==> run_1/clock_wires.png <==
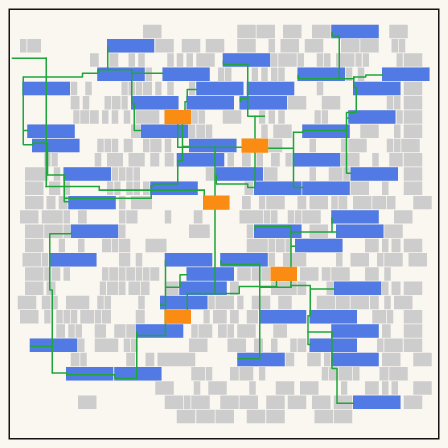
==> run_1/pinout.png <==
Pins as bars across the die edge, other pins in grey.
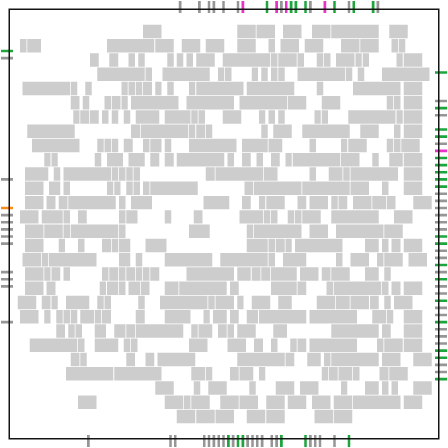
==> run_1/layers.png <==
Two of the layers only.
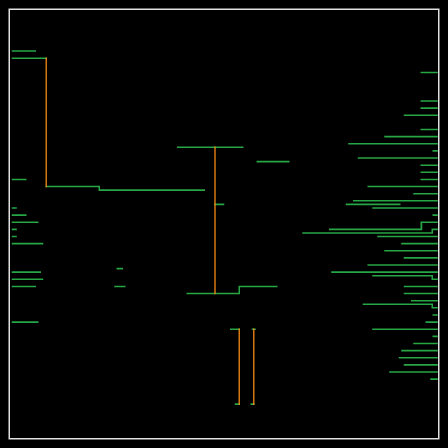
--- src/rtl/mips_instr_encoder.sv ---
// Symbolic-request to MIPS word encoder that streams encoded instructions into
// consecutive instruction-memory words, starting at BASE, until stopped or full.
module mips_instr_encoder #(
    parameter int ADDR_W = 6,
    parameter int BASE   = 0
) (
    input  logic              clk,
    input  logic              reset,
    input  logic              start,
    input  logic              stop,
    input  logic              req_valid,
    output logic              req_ready,
    input  logic [2:0]        req_op,
    input  logic [4:0]        req_rs,
    input  logic [4:0]        req_rt,
    input  logic [4:0]        req_rd,
    input  logic [4:0]        req_shamt,
    input  logic [5:0]        req_funct,
    input  logic [15:0]       req_imm,
    output logic              mem_we,
    output logic [ADDR_W-1:0] mem_addr,
    output logic [31:0]       mem_wdata,
    output logic [ADDR_W:0]   count,
    output logic              full,
    output logic              busy
);

    localparam logic [ADDR_W-1:0] BASE_A  = ADDR_W'(BASE);
    localparam logic [ADDR_W-1:0] LAST_A  = '1;
    localparam logic [ADDR_W:0]   DEPTH_C = (ADDR_W+1)'(2**ADDR_W);

    typedef enum logic [1:0] {S_IDLE, S_LOAD, S_FULL} state_t;

    state_t            state;
    logic [ADDR_W-1:0] addr;
    logic [5:0]        opc;
    logic [31:0]       word;
    logic              accept;

    always_comb begin
        opc = 6'h00;
        case (req_op)
            3'd0: opc = 6'h00;
            3'd1: opc = 6'h23;
            3'd2: opc = 6'h2B;
            3'd3: opc = 6'h04;
            3'd4: opc = 6'h05;
            3'd5: opc = 6'h08;
            3'd6: opc = 6'h0D;
            3'd7: opc = 6'h0C;
            default: opc = 6'h00;
        endcase
        // I-type words drop rd/shamt/funct; the immediate goes in untouched
        if (req_op == 3'd0)
            word = {opc, req_rs, req_rt, req_rd, req_shamt, req_funct};
        else
            word = {opc, req_rs, req_rt, req_imm};
    end

    assign req_ready = (state == S_LOAD) & ~start & ~stop;
    assign accept    = req_valid & req_ready;
    assign full      = (state == S_FULL);
    assign busy      = (state == S_LOAD);

    always_ff @(posedge clk or posedge reset) begin
        if (reset) begin
            state     <= S_IDLE;
            addr      <= BASE_A;
            count     <= '0;
            mem_we    <= 1'b0;
            mem_addr  <= '0;
            mem_wdata <= '0;
        end else begin
            mem_we <= 1'b0;
            if (start) begin
                state <= S_LOAD;
                addr  <= BASE_A;
                count <= '0;
            end else if (stop) begin
                state <= S_IDLE;
            end else if (accept) begin
                mem_we    <= 1'b1;
                mem_addr  <= addr;
                mem_wdata <= word;
                if (count != DEPTH_C)
                    count <= count + 1'b1;
                // the top word is written normally; the address never wraps
                if (addr == LAST_A)
                    state <= S_FULL;
                else
                    addr <= addr + 1'b1;
            end
        end
    end

endmodule

--- config.mk ---
export PLATFORM = sky130hd
export DESIGN_NAME = mips_instr_encoder
export DESIGN_NICKNAME = d
export VERILOG_FILES = /design/src/rtl/mips_instr_encoder.sv
export SDC_FILE = /design/constraint.sdc
export NUM_CORES = 1
export LEC_CHECK = 0
export ABC_AREA = 1
export CORE_MARGIN = 1
export CORE_UTILIZATION = 40
export DETAILED_ROUTE_END_ITERATION = 7
export GPL_TIMING_DRIVEN = 0
export PLACE_DENSITY_LB_ADDON = 0.15
export SLEW_MARGIN = 20
export SYNTH_ARGS = -nofsm -noshare
export SYNTH_HDL_FRONTEND = slang
export SYNTH_SLANG_ARGS = --single-unit
export TNS_END_PERCENT = 5
--- constraint.sdc ---
create_clock -name clk -period 2.03 [get_ports clk]
set_input_delay 0.3045 -clock clk [delete_from_list [all_inputs] [get_ports clk]]
set_output_delay 0.3045 -clock clk [all_outputs]
set_load 0.005 [all_outputs]
==> reports/metrics.cfg, run 1 <==
[sta]
setup_viol=0
maxSlewHeadroom_pct=65.66
finalWorstSetupSlack_ps=126.1
finalMaxSlewViolations=0
rsz0062_at_grt=false
hold_viol_final=0
hold_ws_ps=350.0
worst_pin_slew_ps=514.4

[floorplan]
die_area_mm2=0.006659
fp.dieW_um=81.61
coreArea_mm2=0.006026
die_h_um=81.61

[global_route]
globalRouteMet1Util_pct=25.25
grt_remaining_overflow=0
grt_pass1_vias=2288

[routing]
firstDrtPassIters=4
wirelength_mm=6.336
vias_per_cell=4.963
wirelength_met1_mm=2.778
drt_iter0_drc=77
wl_met3_um=459
drtAntennaViolNets=0
top_layer=met4

[layout]
nets=467
nFillCells=546
layout-drive-gt1-share_pct=9.179
area_growth_pct=46.59
lay_top_count=nand2_1
lay_top_cells=105 x nand2_1, 96 x clkdlybuf4s50_1, 52 x dfrtp_1
final_cells=489
utilization_pct=61.67

[place]
place.gp.congestion=0.7885
dpl.cell_count=481
io_buffer_count=97
pre_cts_ws_ps=-33.07
hpwl_mm=4.715
postPlaceCellArea_mm2=0.003620

[pwr]
ir_worst_vdd_uv=315.5
seq_power_share_pct=48.8
pwr-share-comb_pct=28.2
power_density_mw_per_mm2=709.7
internal_power_mw=1.930
p_total_mw=2.637
power_top_consumer=registers
swShare_pct=26.83
pg_seq_mw=1.29

[yosys]
yosys-stat-area_mm2=0.002535
netlist_instances=308
ys_types=26
synth-xor-area-share_pct=0.6910
syn_avg_cell_area_um2=8.230
simple_gate_area_share_pct=26.31
fp_nets=362
muxShareOfSynthArea_pct=0
top_logic_kind=simple AND/OR/NAND/NOR gates
netlist_area_mm2=0.002535

[clock_network]
postCtsHoldBufs=0
cts_tree=built
htree_levels=2
cts_root_buf=clkbuf_8
cts_made_buffers=5

[setup_path]
worst-path-buf-inv=3
crit_type=input pin to output port
crit_path_start_kind=input pin
cpMostUsedCell=clkdlybuf4s50_1
crit_path_end_kind=output port
cpPeakStageDelay_ps=530
path_cells=clkdlybuf4s50_1, nor2_2, inv_1, nor3_1, clkdlybuf4s50_1
slowest_stage=clkdlybuf4s50_1
critPathTopFamily=buffers and inverters
r2r_slack_ps=590
cp_max_fo=2
crit_arrival_ps=1600

[outcome]
status=completed

[run]
cap_viol_max_count=0
openroad.warnings=27

[hold_path]
hp-class=input pin to async pin

Back to the opening pictures, clock_wires.png:
legend:
  flip-flops:
    colour: blue
    count: 52
  clock wires:
    colour: green
    length: 600 um
  clock-net drivers:
    colour: orange
    count: 5
routed clock nets: 6
clk_lat worst skew: 300 ps
Clk. pwr: 0.607 mW
clock power share: 23.0%
clock skew: 8.945 ps

Back to the opening pictures, pinout.png:
legend:
  `req_rs`:
    colour: magenta
    pins: 5
    direction: input
    edge: 4 north, 1 east
  `mem_wdata`:
    colour: green
    pins: 32
    direction: output
    edge: 18 east, 7 north, 6 south, 1 west
  `stop`:
    colour: orange
    pins: 1
    direction: input
    edge: west

Back to the opening pictures, layers.png:
legend:
  M4:
    colour: orange
    wire_length: 80.9 um
  M3:
    colour: green
    wire_length: 460 um
drt wl/cell: 12.96 um
GRT Total Usage: 20.07%

==> run 1: registers in the layout, summed over array words and instances, names as in the netlist <==
register,flops
mem_addr,6
state,2
count,7
mem_we,1
addr,6
mem_wdata,30
==> run 1: area by class of cell <==
cell class,count,area (um2),area share (%)
sequential,52,1301,35.02
buffer,17,118.9,3.199
tap,75,93.84,2.525
inverter,19,71.32,1.919
timing repair buffer,98,993.5,26.73
clock inverter,1,7.507,0.2020
multi-input combinational,220,1044,28.08
clock buffer,7,86.33,2.323
==> run 1: synthesized netlist by cell type <==
cell      count  area share (%)
buf_2         8             1.6
o21ai_0       5            0.99
buf_6         4             1.8
nand3_1      15             3.0
inv_2         3            0.44
nor3_1        1            0.20
o31ai_1      16             4.7
ha_1          4             2.0
inv_1        16             2.4
nand2_2       4            0.99
a21oi_1      16             3.2
or2_2         2            0.49
nor2_1       29             4.3
nor2_2        1            0.25
clkbuf_1      1            0.15
o31ai_2       1            0.49
nand3_2       1            0.39
nor2_4        1            0.44
o21ai_1      12             2.4
conb_1        1            0.15
buf_4         4             1.2
o21bai_1      1            0.30
nand4_1       3            0.74
dfrtp_1      52              51
xor2_1        2            0.69
nand2_1     105              16
==> run 1: worst paths after layout <==
path                                      startpoint                        end  depth (start not counted)
max reg2reg                     count[0]$_DFFE_PP0P_       count[0]$_DFFE_PP0P_                          9
min                                            reset  mem_wdata[13]$_DFFE_PP0P_                          2
max                                             stop                  req_ready                          5
min in group clk                               start        addr[3]$_DFFE_PP0P_                          4
max in group asynchronous                      reset    mem_addr[1]$_DFFE_PP0P_                          3
min reg2reg                mem_wdata[19]$_DFFE_PP0P_  mem_wdata[19]$_DFFE_PP0P_                          2
==> run 1: timing repair <==
action / CTS / global route
setup buffers: 0 / 0
gates resized: 0 / 1
setup endpoints to repair: 0 / 1
## Run 2: what changed since run 1
Settings changed: CORE_MARGIN 1 to 2, CTS_CLUSTER_DIAMETER set to 200.
Clock period 2.03 ns to 1.9 ns, I/O delays scaled along.
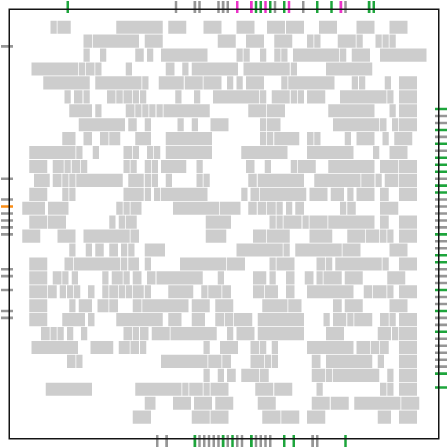
(run_2/pinout.png)
Pins as bars across the die edge, other pins in grey.
legend:
  `req_rs`:
    colour: magenta
    pins: 5
    direction: input
    edge: north
  `stop`:
    colour: orange
    pins: 1
    direction: input
    edge: west
  `mem_wdata`:
    colour: green
    pins: 32
    direction: output
    edge: 16 east, 9 north, 7 south
Die X: 83.61 um
Buffers on Ports: 97
Die Y: 83.61 um

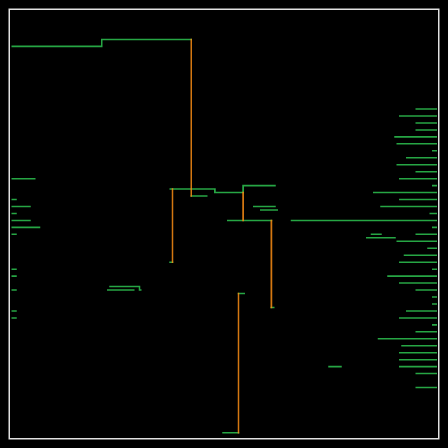
(run_2/layers.png)
Two of the layers only.
legend:
  M3:
    colour: green
    wire_length: 359 um
  M4:
    colour: orange
    wire_length: 94.5 um
DR vias: 2394
drt wl/cell: 12.71 um
GRT Total Usage: 18.15%
final wirelength: 6.243 mm

==> reports/metrics.cfg, run 2 <==
[yosys]
ys_types=26  ; unchanged
netlist_area_mm2=0.002535  ; unchanged
synthArstFlopShare_pct=100.0  ; unchanged
yosys-stat-area_mm2=0.002535  ; unchanged
ff_type=dfrtp_1
top_cell_area_share_pct=51.33  ; unchanged
common_cells=105 x nand2_1, 52 x dfrtp_1, 29 x nor2_1
syn_avg_cell_area_um2=8.230  ; unchanged
fp_nets=362  ; unchanged
edf_count=0  ; unchanged
most_common_cell=nand2_1
netlist_instances=308  ; unchanged
top_area_cell=dfrtp_1

[global_route]
grt_remaining_overflow=0  ; unchanged
grt_pass1_vias=2240  ; -2.1%

[setup_path]
r2r_slack_ps=470  ; -120 ps
startpoint=req_op[0]
crit_path_end_kind=flip-flop
worst-path-buf-inv=4  ; +1
crit_end=mem_wdata[6]$_DFFE_PP0P_
crit_arrival_ps=1950  ; +350 ps
r2r-end=count[0]$_DFFE_PP0P_
path_cells=clkdlybuf4s50_1, inv_1, ha_1, buf_2, nand2_2, buf_4, nor2_1, o31ai_1
critPathTopFamily=buffers and inverters
cpPeakStageDelay_ps=530  ; about the same
cp_max_fo=10  ; +8
slowest_stage=clkdlybuf4s50_1
cp.depth=8  ; +3

[floorplan]
die_area_mm2=0.006990  ; +5.0%

[pwr]
p_total_mw=2.819  ; +6.9%
ir_worst_vdd_uv=432.4  ; +37%
power_density_mw_per_mm2=759.7  ; +7.1%

[layout]
layout-drive-gt1-share_pct=9.420  ; +0.24 points
seqCellArea_mm2=0.001301  ; unchanged
area_growth_pct=46.40
nets=467  ; unchanged
logic_area_mm2=0.001044  ; unchanged
nFillCells=573  ; +4.9%
lay_top_count=nand2_1
top_register=mem_wdata
lay_top_cells=105 x nand2_1, 95 x clkdlybuf4s50_1, 52 x dfrtp_1

[clock_network]
cts_made_buffers=5  ; unchanged
htree_levels=2  ; unchanged
cts_tree=built
cts_root_buf=clkbuf_8
insertion_delay_ps=300  ; about the same

[hold_path]
hp-class=input pin to async pin

[run]
openroad.warnings=27  ; unchanged
cap_viol_max_count=0  ; unchanged

[sta]
finalMaxSlewViolations=0  ; unchanged
hold_ws_ps=405.1  ; +55.11 ps
setup_viol=0  ; unchanged
maxSlewHeadroom_pct=57.77  ; -7.9 points
finalClockSkew_ps=4.481  ; -4.465 ps
hold_viol_final=0  ; unchanged
rsz0062_at_grt=false

[place]
hpwl_mm=4.520  ; -4.1%
place.gp.congestion=0.7976  ; +1.2%
postPlaceCellArea_mm2=0.003605  ; -0.41%

[routing]
vias_per_cell=4.876  ; -1.8%
drtAntennaViolNets=0  ; unchanged

[outcome]
status=completed

run 2: cell counts after synthesis:
Identical to the previous run, type by type.
run 2: where the power goes:
group / total, mW / switching, mW / internal [mW] / leakage (nW)
clock: 0.661 / 0.366 / 0.295 / 0.0434
sequential: 1.37 / 0.100 / 1.27 / 0.673
combinational: 0.787 / 0.297 / 0.490 / 0.998
run 2: per-layer routing:
layer / track usage [%] / up-vias / part of all wire (%)
li1: - / 1201 / -
met1: 25.13 / 1109 / 47
met2: 28.95 / 74 / 46
met5: 0 / - / 0
met3: 3.066 / 10 / 5.8
met4: 6.305 / 0 / 1.5
run 2: final cells by class:
| cell class | count | share of cell area, % |
|---|---|---|
| repair buffers | 98 | 26.40 |
| inverters | 19 | 1.989 |
| plain buffers | 17 | 3.203 |
| multi-input cells | 220 | 28.12 |
| well taps | 77 | 2.596 |
| clock buffers | 6 | 2.225 |
| clock inverters | 2 | 0.4046 |
| flip-flops and latches | 52 | 35.06 |
run 2: stage by stage:
step | utilization, % | setup WS [ps] | std cells
floorplan | - | 357.1 | 308
global placement | 57.72 | -733.2 | 482
detailed placement | 57.76 | -152.4 | 482
CTS | 59.42 | 9.785 | 491
global route | 59.46 | 96.37 | 491
finish | 59.46 | 154.1 | 491
run 2: repair_timing:
action	4_1_cts	5_1_grt
gates resized	1	1
hold buffers	0	0
buffers inserted	1	0
pin swaps	1	0
endpoints found under the setup margin	1	1
run 2: kinds of logic (layout without fill, tap and decap cells):
logic type	count (synthesis)	count (layout)	synth area share [%]
fa+ha+maj	4	4	1.974
simple gates	162	162	26.31
xor+xnor	2	2	0.6911
buf+inv	36	142	7.502
flops	52	52	51.33
compound gates	51	51	12.04
other cells	1	1	0.1479
## Run 3: what changed since run 2
Clock period 1.9 ns to 2 ns, I/O delays scaled along.
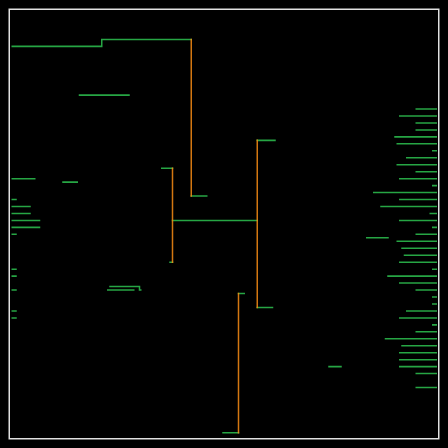
(run_3/layers.png)
Two of the layers only.
legend:
  M3:
    colour: green
    wire_length: 343 um
  M4:
    colour: orange
    wire_length: 109 um

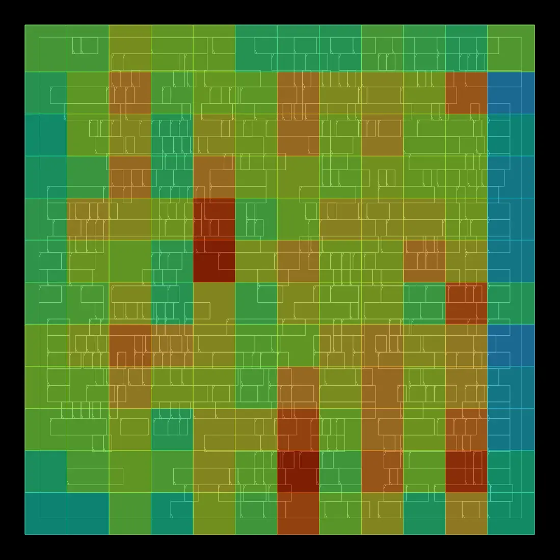
(run_3/congestion_map.png)
GR Util met3: 3.066%
GRT Total Usage: 18.08%

==> reports/metrics.cfg, run 3 <==
[place]
pre_cts_ws_ps=-67.36  ; +85.00 ps
place.gp.congestion=0.7976  ; unchanged
hpwl_mm=4.520  ; unchanged
postPlaceCellArea_mm2=0.003605  ; unchanged
io_buffer_count=97  ; unchanged

[global_route]
globalRouteMet2Util_pct=28.73  ; -0.22 points
grt_remaining_overflow=0  ; unchanged
globalRouteMet1Util_pct=25.13  ; unchanged
antenna_found_initial=0
grt_pass1_vias=2230  ; -0.45%
grt-busiest-layer=met2
grt_pass1_wl_mm=10.38

[routing]
met2_length_mm=2.809  ; -2.3%
vias_per_cell=4.869  ; -0.13%
drtAntennaViolNets=0  ; unchanged
top_layer=met4
drt_iter0_drc=152
via_count=2386  ; -0.33%
drc=0
wl_per_cell_um=12.66  ; -0.44%
firstDrtPassIters=6
wl_met3_um=342  ; -4.7%
wirelength_met1_mm=2.941  ; +1.0%
wirelength_mm=6.203  ; -0.64%

[layout]
area_growth_pct=46.15
top_register=mem_wdata
stdcell_area_mm2=0.003705
seqCellArea_mm2=0.001301  ; unchanged
utilization_pct=59.36  ; -0.10 points
logic_area_mm2=0.001044  ; unchanged
nets=466  ; -0.21%
nFillCells=572  ; -0.17%
lay_top_cells=105 x nand2_1, 96 x clkdlybuf4s50_1, 52 x dfrtp_1
num_antenna_cells=0
largest_register_ffs=30
lay_top_count=nand2_1
layout-drive-gt1-share_pct=9.201  ; -0.22 points

[floorplan]
num_rows=29
fp_util_pct=40.62
die_area_mm2=0.006990  ; unchanged
pin_count=99
coreArea_mm2=0.006241
fp.dieW_um=83.61  ; unchanged
die_h_um=83.61  ; unchanged

[run]
openroad.warnings=27  ; unchanged
cap_viol_max_count=0  ; unchanged

[sta]
maxSlewHeadroom_pct=57.85  ; +0.082 points
hold_viol_final=0  ; unchanged
setup_viol=0  ; unchanged
finalWorstSetupSlack_ps=94.73  ; -59.35 ps
finalMaxSlewViolations=0  ; unchanged
fmax_mhz=524.9
worst_pin_slew_ps=632.2
finalClockSkew_ps=2.803  ; -1.677 ps
rsz0062_at_grt=false
fin_setup_tns_ps=0
hold_ws_ps=358.7  ; -46.37 ps
min_period_ps=1905

[clock_network]
cts_made_buffers=5  ; unchanged
cts.path.max_buffers=2
htree_levels=2  ; unchanged
postCtsHoldBufs=0  ; unchanged
cts_tree=built
cts_root_buf=clkbuf_8
insertion_delay_ps=300  ; about the same
clkSinkCount=52
cts.clk_slew.worst_paths_ps=90
post_cts_buffers=0  ; -1
cts_resized=0  ; -1

[yosys]
fp_nets=362  ; unchanged
syn_avg_cell_area_um2=8.230  ; unchanged
edf_count=0  ; unchanged
top_area_cell=dfrtp_1
common_cells=105 x nand2_1, 52 x dfrtp_1, 29 x nor2_1
synthArstFlopShare_pct=100.0  ; unchanged
synth_warnings=0
most_common_cell=nand2_1
ys_seq_share_pct=51.33
yosys-stat-area_mm2=0.002535  ; unchanged
ys_cells=308
ff_type=dfrtp_1
ys_types=26  ; unchanged
top_cell_area_share_pct=51.33  ; unchanged
netlist_instances=308  ; unchanged
topCellsByArea=dfrtp_1 51%, nand2_1 16%, o31ai_1 4.7%
netlist_area_mm2=0.002535  ; unchanged

[setup_path]
crit_path_start_kind=input pin
cp.required_ps=1700
cp.depth=5  ; -3
crit_path_end_kind=output port
critPathTopFamily=buffers and inverters
cpPeakStageDelay_ps=530  ; about the same
slowest_stage=clkdlybuf4s50_1
worst-path-buf-inv=3  ; -1
cp_max_fo=2  ; -8
cpMostUsedCell=clkdlybuf4s50_1
crit_arrival_ps=1610  ; -340 ps
path_cells=clkdlybuf4s50_1, nor2_2, inv_1, nor3_1, clkdlybuf4s50_1

[hold_path]
hold_depth=4
hp-class=input pin to flip-flop

[pwr]
comb-power_mw=0.747  ; -5.1%
power_top_consumer=registers
internal_power_mw=1.953  ; -5.0%
pg_seq_mw=1.30  ; -5%
pwr-share-clk_pct=23.5  ; about the same
power_density_mw_per_mm2=722.5  ; -4.9%
pwr-share-comb_pct=27.9  ; about the same
p_clk_mw=0.628  ; -5.0%
switchingPower_mw=0.7235  ; -5.2%
ir_worst_vdd_uv=410.6  ; -5.0%
swShare_pct=27.03  ; about the same
seq_power_share_pct=48.6  ; about the same

[outcome]
status=completed

-- run 3: cell count changes in the layout (fill, tap and decap cells not counted) --
cell	previous run	this run
clkdlybuf4s50_1	95	96
buf_4	5	4
dlygate4sd2_1	1	0
-- run 3: cell type report --
cell class	count	area share (%)
Timing Repair Buffer	97	26.27
Clock buffer	6	2.229
Multi-Input combinational cell	220	28.17
Sequential cell	52	35.12
Buffer	17	3.208
Inverter	19	1.993
Clock inverter	2	0.4053
Tap cell	77	2.600
-- run 3: tightest hold or removal path, delay by kind of cell --
kind          cells  cell delay [ps]
buf+inv           1              170
simple gates      3              160
-- run 3: kinds of logic after synthesis --
| group | after synthesis | synth area share (%) |
|---|---|---|
| other | 1 | 0.1479 |
| and+or+nand+nor | 162 | 26.31 |
| buffers and inverters | 36 | 7.502 |
| DFF | 52 | 51.33 |
| AOI/OAI and AO/OA | 51 | 12.04 |
| adders and majority gates | 4 | 1.974 |
| xor gates and xnor gates | 2 | 0.6911 |
-- run 3: stage by stage --
| step | std cells | power, mW |
|---|---|---|
| 2_1_floorplan | 308 | 1.598 |
| 3_3_place_gp | 482 | 2.066 |
| 3_5_place_dp | 482 | 2.081 |
| 4_1_cts | 490 | 2.714 |
| 5_1_grt | 490 | 2.843 |
| 6_report | 490 | 2.677 |
-- run 3: path summary, 6_finish.rpt --
kind	from	endpoint	slack (ps)
worst max-delay path	stop	req_ready	90
min in group asynchronous	reset	count[0]$_DFFE_PP0P_	420
worst max register to register	count[0]$_DFFE_PP0P_	count[0]$_DFFE_PP0P_	570
worst min register to register	mem_wdata[28]$_DFFE_PP0P_	mem_wdata[28]$_DFFE_PP0P_	490
worst min-delay path	start	addr[4]$_DFFE_PP0P_	360
max in group asynchronous	reset	count[5]$_DFFE_PP0P_	1140
Power is estimated from default activity; no workload was simulated.
